Fig. 1: floorplan with the power grid
The bar under the picture is 20 µm long. Pins as bars on the die edge.
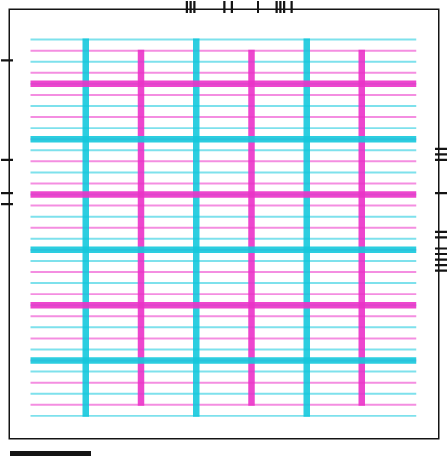
Fig. 2: placed cells, one color a class
The bar under the picture is 20 µm long.
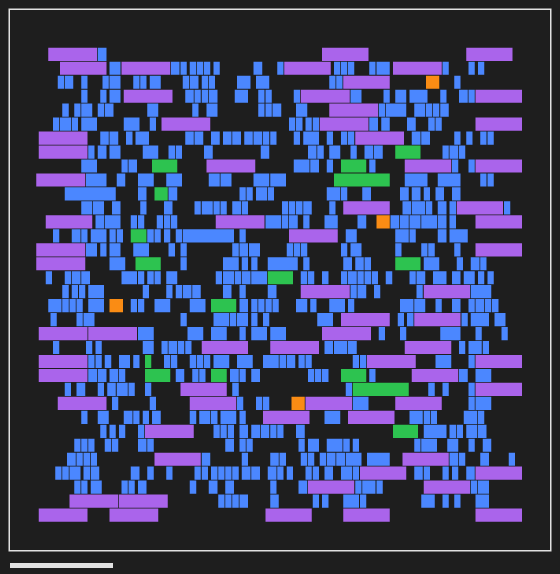
===== src/rtl/gmii_tx_framer.sv =====
// GMII transmit framer: preamble, SFD, payload, optional pad, CRC-32 FCS, IFG.
// Define GMII_TX_PAD_EN to zero-pad short frames up to MIN_PAYLOAD bytes.
module gmii_tx_framer #(
  parameter int unsigned IFG_BYTES   = 12,
  parameter int unsigned MIN_PAYLOAD = 60
) (
  input  logic       clk,
  input  logic       reset,
  input  logic       s_valid,
  input  logic [7:0] s_data,
  input  logic       s_last,
  output logic       s_ready,
  output logic       tx_en,
  output logic [7:0] txd,
  output logic       tx_er,
  output logic       busy,
  output logic       abort
);

`ifdef GMII_TX_PAD_EN
  localparam bit PAD_ON = 1'b1;
`else
  localparam bit PAD_ON = 1'b0;
`endif

  localparam logic [7:0]  IFG_LD  = 8'(IFG_BYTES);
  localparam logic [10:0] MIN_LEN = 11'(MIN_PAYLOAD);
  localparam logic [31:0] POLY    = 32'hEDB88320;

  typedef enum logic [2:0] {
    IDLE, PRE, SFD, DATA, PAD, FCS, IFG
  } state_t;

  state_t      state_q;
  logic [31:0] crc_q;
  logic [10:0] cnt_q;
  logic [7:0]  ifg_q;
  logic [2:0]  sub_q;

  logic [31:0] crc_d;
  logic [10:0] cnt_d;
  logic [7:0]  crc_in;
  logic [31:0] crc_n;
  logic [7:0]  fcs_byte;

  // Reflected CRC-32, one byte, LSB first.
  function automatic logic [31:0] crc_byte(
    input logic [31:0] c,
    input logic [7:0]  b
  );
    logic [31:0] r;
    r = c ^ {24'd0, b};
    for (int i = 0; i < 8; i++)
      r = r[0] ? ((r >> 1) ^ POLY) : (r >> 1);
    return r;
  endfunction

  assign s_ready  = (state_q == SFD) || (state_q == DATA);
  assign crc_in   = (state_q == PAD) ? 8'h00 : s_data;
  assign crc_d    = crc_byte(crc_q, crc_in);
  assign cnt_d    = (&cnt_q) ? cnt_q : cnt_q + 11'd1;
  assign crc_n    = ~crc_q;
  assign fcs_byte = crc_n[{sub_q[1:0], 3'b000} +: 8];

  always_ff @(posedge clk or posedge reset) begin
    if (reset) begin
      state_q <= IDLE;
      crc_q   <= '1;
      cnt_q   <= '0;
      ifg_q   <= '0;
      sub_q   <= '0;
      tx_en   <= 1'b0;
      txd     <= 8'h00;
      tx_er   <= 1'b0;
      busy    <= 1'b0;
      abort   <= 1'b0;
    end else begin
      tx_er <= 1'b0;
      abort <= 1'b0;
      case (state_q)
        IDLE: begin
          if (s_valid) begin
            state_q <= PRE;
            tx_en   <= 1'b1;
            txd     <= 8'h55;
            busy    <= 1'b1;
            sub_q   <= 3'd1;
          end
        end
        PRE: begin
          if (sub_q == 3'd7) begin
            state_q <= SFD;
            txd     <= 8'hD5;
            crc_q   <= '1;
            cnt_q   <= '0;
          end else begin
            txd   <= 8'h55;
            sub_q <= sub_q + 3'd1;
          end
        end
        SFD, DATA: begin
          if (s_valid) begin
            txd   <= s_data;
            crc_q <= crc_d;
            cnt_q <= cnt_d;
            sub_q <= 3'd0;
            if (!s_last)
              state_q <= DATA;
            else if (PAD_ON && (cnt_d < MIN_LEN))
              state_q <= PAD;
            else
              state_q <= FCS;
          end else begin
            // Underrun: one error byte, no FCS.
            tx_er   <= 1'b1;
            txd     <= 8'h00;
            abort   <= 1'b1;
            ifg_q   <= IFG_LD;
            state_q <= IFG;
          end
        end
        PAD: begin
          txd   <= 8'h00;
          crc_q <= crc_d;
          cnt_q <= cnt_d;
          if (cnt_d >= MIN_LEN)
            state_q <= FCS;
        end
        FCS: begin
          txd   <= fcs_byte;
          sub_q <= sub_q + 3'd1;
          if (sub_q[1:0] == 2'd3) begin
            ifg_q   <= IFG_LD;
            state_q <= IFG;
          end
        end
        IFG: begin
          tx_en <= 1'b0;
          txd   <= 8'h00;
          if (ifg_q == 8'd0) begin
            state_q <= IDLE;
            busy    <= 1'b0;
          end else begin
            ifg_q <= ifg_q - 8'd1;
          end
        end
        default: state_q <= IDLE;
      endcase
    end
  end

endmodule


===== config.mk =====
export PLATFORM = sky130hd
export DESIGN_NAME = gmii_tx_framer
export DESIGN_NICKNAME = d
export VERILOG_FILES = /design/src/rtl/gmii_tx_framer.sv
export SDC_FILE = /design/constraint.sdc
export NUM_CORES = 1
export LEC_CHECK = 0
export ABC_AREA = 1
export CAP_MARGIN = 0
export CELL_PAD_IN_SITES_DETAIL_PLACEMENT = 0
export CELL_PAD_IN_SITES_GLOBAL_PLACEMENT = 1
export CORE_MARGIN = 5
export CORE_UTILIZATION = 51
export DETAILED_ROUTE_END_ITERATION = 6
export DONT_BUFFER_PORTS = 1
export PLACE_DENSITY = 0.82
export SYNTH_ARGS = -nofsm -noshare
export SYNTH_HDL_FRONTEND = slang
export SYNTH_SLANG_ARGS = --single-unit

===== constraint.sdc =====
create_clock -name clk -period 4.2 [get_ports clk]
set_clock_uncertainty 0.05 [all_clocks]
set_input_delay 0.84 -clock clk [delete_from_list [all_inputs] [get_ports clk]]
set_output_delay 0.84 -clock clk [all_outputs]
set_load 0.02 [all_outputs]

==> flow_metrics.py <==
# Metrics from the implementation run
metrics = {
    "status": {
        "status": "complete, no violations",
    },
    "timing": {
        "rsz0062_at_grt": "false",
        "finalCritPeriodShare_pct": 62.3,
        "period_needed_ns": 2.62,
        "worstMarginPinSlew_ns": 0.823,
        "slew-limit-headroom_pct": 45.0,
        "hold_viol_final": 0,
        "timing.hold.ws_ns": 0.469,
    },
    "worst_setup_path": {
        "crit_family": "simple AND/OR/NAND/NOR gates",
        "slowest_stage": "nand2_1",
        "crit_cells": 11,
        "crit_path_start_kind": "register",
        "rr_worst_depth": 11,
        "crit_type": "reg2reg",
        "r2r-end": "crc_q[7]",
        "crit_path_start": "state_q[1]",
        "path_max_fanout": 25,
        "r2r_setup_slack_ns": 1.58,
        "worstPathRequired_ns": 4.45,
        "crit_path_max_incr_delay_ns": 0.51,
        "path_buffers": 1,
    },
    "finish": {
        "final.clkbuf_count": 11,
        "ff_latch_area_um2": 1740,
        "biggestCellCategory": "logic gates",
        "bufAreaShareNonClock_pct": 0.610,
        "nNetsFinal": 654,
        "num-nonclk-inverters": 90,
        "seq_cells": 68,
        "mostFrequentLayoutCell": "nand2_1",
        "nFillCells": 869,
        "comb_area_share_pct": 49.8,
        "comb_cells": 465,
        "reg_top3": "crc_q: 32 flops, cnt_q: 11 flops",
        "final_layout_size_suffix_gt1_share_pct": 14.0,
        "num_antenna_cells": 0,
        "largest_reg_flops": 32,
    },
    "logic_synthesis": {
        "ys_sh_mux_pct": 0,
        "synth_cell_types": 46,
        "ys_top_cells_by_area": "dfrtp_1 (19%), dfstp_2 (18%), nand2_1 (14%), inv_1 (6.8%), xor2_1 (6.3%)",
        "synth_top_cell_by_count": "nand2_1",
        "synth.logic.top_family": "simple AND/OR/NAND/NOR gates",
        "ys_warn_count": 0,
        "synth_flops": 68,
        "ys_sh_aoi_pct": 13.2,
        "top_cell_area_share_pct": 19.5,
        "edf_count": 0,
        "syn_avg_cell_area_um2": 7.23,
        "ff_type": "dfrtp_1",
        "adder_share_pct": 1.08,
        "simple_gate_share_pct": 29.8,
        "ys_cells": 639,
        "xor_share_pct": 8.93,
        "ys_top_cells_by_count": "nand2_1 (168), inv_1 (84), nor2_1 (55)",
        "fp_nets": 655,
    },
    "route": {
        "drt-initial-drc-count": 194,
        "route.detailed.drc": 0,
        "final_antenna_net_count": 0,
        "drt_pass1_iterations": 4,
        "num_vias": 4143,
        "wl_met3_um": 558,
        "vias_per_cell": 5.52,
        "maxUsedRoutingLayer": "met4",
        "routed_wl_um": 12800,
        "met1Wirelength_um": 5870,
    },
    "global_routing": {
        "grt_pass1_wl_um": 20800,
        "grt_use_met3_pct": 4.01,
        "grtUsageMet1_pct": 31.9,
        "antenna_found_initial": 0,
        "grtUsageTotal_pct": 23.8,
        "grt_pass1_vias": 3903,
    },
    "clock_tree": {
        "post-cts-setup-buffers": 0,
        "clock_sinks": 68,
        "numCtsBuffers": 9,
        "cts_tree": "built",
        "path_clk_slew_ns": 0.08,
        "clock-root-buffer": "clkbuf_8",
        "cts-resized-gates": 0,
    },
    "placement": {
        "place_area_um2": 4690,
        "port-buffer-count": 0,
        "gp_congestion": 0.946,
    },
    "job": {
        "warnings": 27,
        "cap_violations": 0,
    },
    "floorplan": {
        "io_pins": 25,
    },
}
Back to the opening pictures, Fig. 1:
magenta -> VDD
cyan -> VSS
signal pins = 25
met5 straps = 6
met4 straps = 6
rows = 34
met1 rails = 35
Die Span Y: 105 µm
core region area: 8760 µm²
die width: 105 µm

Back to the opening pictures, Fig. 2:
blue -> all other logic  # cells 555
orange -> other buffers and delay cells  # cells 4
green -> clock drivers and dummy loads  # cells 16
purple -> flip-flops  # cells 68
fin area: 4920 µm²
row cnt: 34
final core occ: 56.1%
flop share of the area: 35.4%

